==> config.mk <==
export PLATFORM = sky130hd
export DESIGN_NAME = cpu_spi_frontend
export DESIGN_NICKNAME = d
export VERILOG_FILES = /design/src/rtl/cpu_spi_frontend.sv
export SDC_FILE = /design/constraint.sdc
export NUM_CORES = 1
export LEC_CHECK = 0
export CORE_UTILIZATION = 30
export DETAILED_ROUTE_END_ITERATION = 16
export PLACE_DENSITY_LB_ADDON = 0.15
export SYNTH_ARGS = -nofsm -noshare
export SYNTH_HDL_FRONTEND = slang
export SYNTH_SLANG_ARGS = --single-unit
==> constraint.sdc <==
create_clock -name clk -period 5.8 [get_ports clk]
set_clock_uncertainty 0.2 [all_clocks]
set_input_delay 0.87 -clock clk [delete_from_list [all_inputs] [get_ports clk]]
set_output_delay 0.87 -clock clk [all_outputs]
set_load 0.005 [all_outputs]
### A small window of the routed layout

Bar = 10 µm. Region (67, 35) to (92, 60) µm. Cells in grey, sequential cells in the stronger grey; small squares are vias.
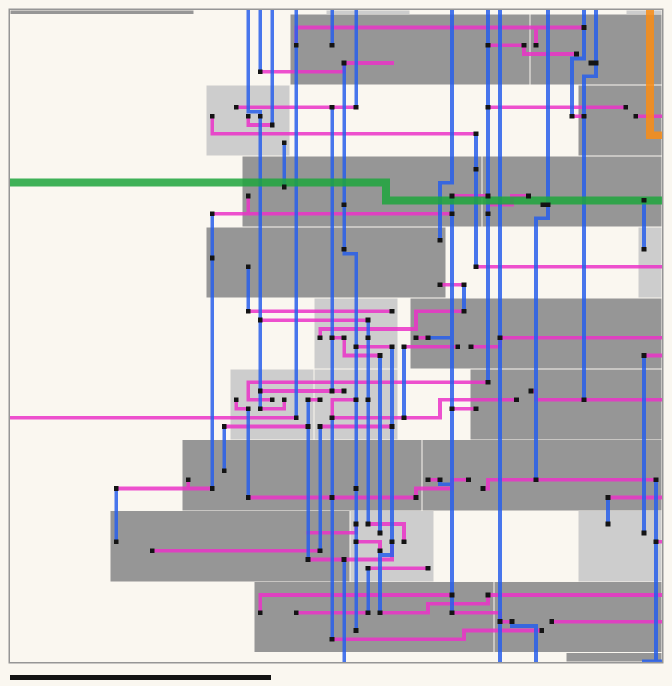
Key: metal 3 = green; metal 2 = blue; metal 1 = magenta; metal 4 = orange
Most frequent: dfrtp_1 (6), a22o_1 (5), edfxtp_1 (5). Sequential cells in the window: 11. 16 logic cells have their middle in the window.

### Clock wires, drivers and flops

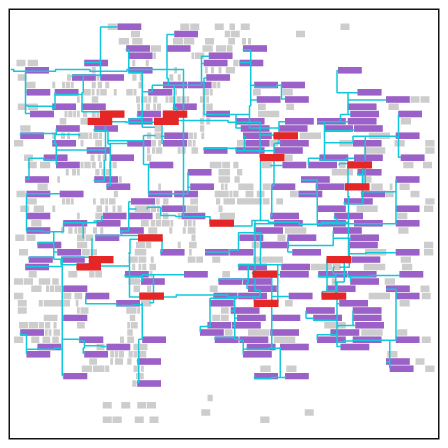
Key: clock wires = cyan [length 2350 µm]; flip-flops = purple [count 185]; clock drivers = red [count 17]
There are 18 routed clock nets.
Latency at later pin: 0.43 ns
Power Clock: 0.00112 W
power share of the clock group: 31.0%

### Gate-type map

Bar = 50 µm.
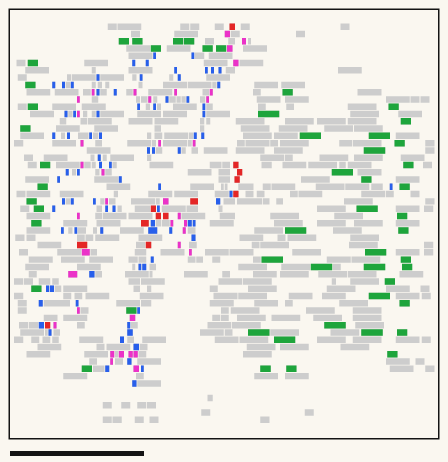
Key: nand cells = blue [cells 81]; mux cells = green [cells 52, where all over the die]; and/or cells = red [cells 13]; nor cells = magenta [cells 37]
most numerous logic cell after layout: dfrtp_1
final non-filler cell total: 925
logic share of the area: 26.7%

### Wiring heat map

The die is cut into 32 by 32 equal tiles; black is low, pale yellow is high, scaled to the fullest tile. Values are wire area over tile area, all layers added.
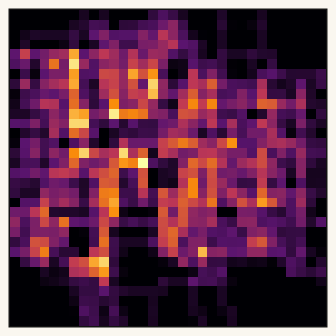
The mean over all tiles is 0.088. The densest ninth of the die: centre. 25% of the tiles are nearly empty. 13% of the tiles are over half the peak. The fullest tile reaches 0.39.
Total GRT Usage: 12.3%
DR WL/cell: 16.0 µm
drt total wl: 14.8 mm
DR vias: 4384

### Placed standard cells

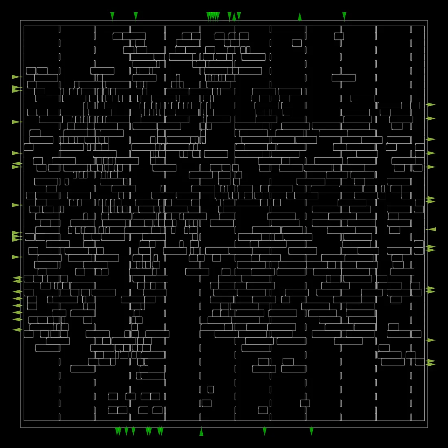
fraction of area in registers: 55.2%
# rows: 57
tap cell count: 324
FILL cells: 2341
CORE AREA: 24400 µm²

==> run summary <==
Status - finished clean
Fin nets - 621
Worst setup SP type - flip-flop
Vias in the first global route - 4647
Cell count after synthesis - 533
Post-Place Cells - 893
Maximum clock rate - 308 MHz
Post-CTS Setup Inserts - 0
First-pass GRT wire length - 24.6 mm
RSZ-0062 raised after global routing - false
Final Cell Area - 8970 µm²
CP max stage delay - 0.83 ns
Setup ws final - 2.55 ns
Gpl congestion - 0.728
DRT Pass-1 Iters - 4
Clk slew on worst S/H paths - 0.07 ns
Count of cell types in the netlist - 47
Die Wd - 160 µm
Instance count on the critical path - 4
Initial DRC Count - 182
# hold bufs at CTS - 0
Largest net degree at the start of global routing - 79
Largest type area fraction - 40.5%
Clock root cell - clkbuf_16
Hold WC Path Type - reg -> reg
Crit-path cells - ha_1, nand3_2, a311oi_2, and2_1
Final Core Density - 36.8%
Total negative setup slack - 0 ns
Peak supply drop - 0.221 mV
Total grt overflow - 0
Critical Path RT - 5.65 ns
Routed Antenna Nets - 0
Power per cell area - 403 nW/µm²
Placed Instance Area - 8400 µm²
Tmin final - 3.25 ns
Height of the die - 160 µm
Min-Delay Path Depth - 0
Flop-to-flop setup slack - 2.55 ns
Placement Setup Slack - 2.48 ns
I/O pin cnt - 58
Ys async rst share - 65.4%
Cts bufs inserted - 17
Port buffer count - 57
Max-slew violation count - 0
Die area - 25600 µm²
Static Leak - 3.56 nW
Final Hold Viols - 0
Slew margin rel. - 30.3%
Tcrit/Tclk final - 56.0%
Share of post-route cells with drive strength above 1 - 15.3%
Clock Sink Count - 185
Mapped Nets - 566
Synth top area cells - dfrtp_1 (40%), edfxtp_1 (26%), mux4_2 (4.8%)
Main flop type - dfrtp_1
Crit path DAT - 3.10 ns
Antenna cell count - 0
Post-DP HPWL - 9.06 mm
Post-synth EDFFs - 64
Post-synth top area cell - dfrtp_1
Synth Warn # - 0
Sequential area share after synthesis - 66.2%
Highest-delay cell along the critical path - and2_1
# Cells Yosys - 533
Crit. End Element - flip-flop
Post-Syn Area - 7480 µm²
Slew at the pin closest to its max-slew limit - 1.04 ns
CTS tree - built
Initial antenna violation count - 0
Worst Path Max Fanout - 34
Max-Cap Viols - 0
WP buf/inv - 0
Worst R2R Path Depth - 4
Max reg flops - 64
CP Class - reg -> reg
CP top delay family - simple AND/OR/NAND/NOR gates
CTS H-tree lvls - 4
Finish-stage setup viols - 0
Bufs on Longest Clock Path - 2
OpenROAD warnings - 30
Yosys chip area - 7480 µm²
Post-synth top cells - dfrtp_1 (121), nand2_1 (65), edfxtp_1 (64), mux2_2 (26), a21oi_1 (25)
FP Util - 30.7%
Layout area overhead - 20.0%
Avg Cell Area, Syn - 14.0 µm²
Registers, synthesis - 185
Most numerous cell in the Yosys netlist - dfrtp_1
-- per-layer routing --
metal  vias up  part of all wire, %  global-route usage [%]
li1       2058                    -                       -
met1      2248                   47                    15.9
met2        64                   50                    20.4
met3        14                  2.5                    2.91
met4         0                 0.93                    3.90
met5         -                    0                       0
-- cell type report --
type	count	area, µm²	area share (%)
repair buffers	64	623	6.94
well taps	324	405	4.52
flip-flops and latches	185	4950	55.2
clock buffers	18	439	4.89
inverters	8	32.5	0.362
multi-input cells	312	2390	26.7
clock inverters	14	131	1.46
-- placed cells by master (no fill, tap or decap), types with 17 or more instances in the layout --
cell type        instances
dfrtp_1                121
nand2_1                 65
edfxtp_1                64
clkdlybuf4s50_1         57
mux2_2                  26
a21oi_1                 25
nor2_1                  24
o21ai_0                 18
clkbuf_16               17
-- power by group --
| part | internal [W] | leakage [nW] | total, W | switching (W) |
|---|---|---|---|---|
| clock | 0.000579 | 0.276 | 0.00112 | 0.000544 |
| sequential | 0.00159 | 2.10 | 0.00178 | 0.000197 |
| combinational | 0.000421 | 1.18 | 0.000711 | 0.000290 |
-- through the flow --
stage	hold WS (ns)	total power [W]
finish	0.149	0.00362
global route	0.170	0.00383
CTS	0.152	0.00367
detailed placement	0.136	0.00254
global placement	0.139	0.00252
floorplan	0.131	0.00224
-- logic make-up (layout without fill, tap and decap cells) --
| logic type | Yosys count | after routing | share of synthesized area (%) |
|---|---|---|---|
| flops | 185 | 185 | 66.2 |
| simple gates | 131 | 131 | 7.96 |
| compound gates | 95 | 95 | 8.85 |
| mux | 52 | 52 | 10.2 |
| buf+inv | 36 | 104 | 2.09 |
| xor+xnor | 24 | 24 | 3.01 |
| fa+ha+maj | 10 | 10 | 1.67 |
Power is estimated from default activity; no workload was simulated.
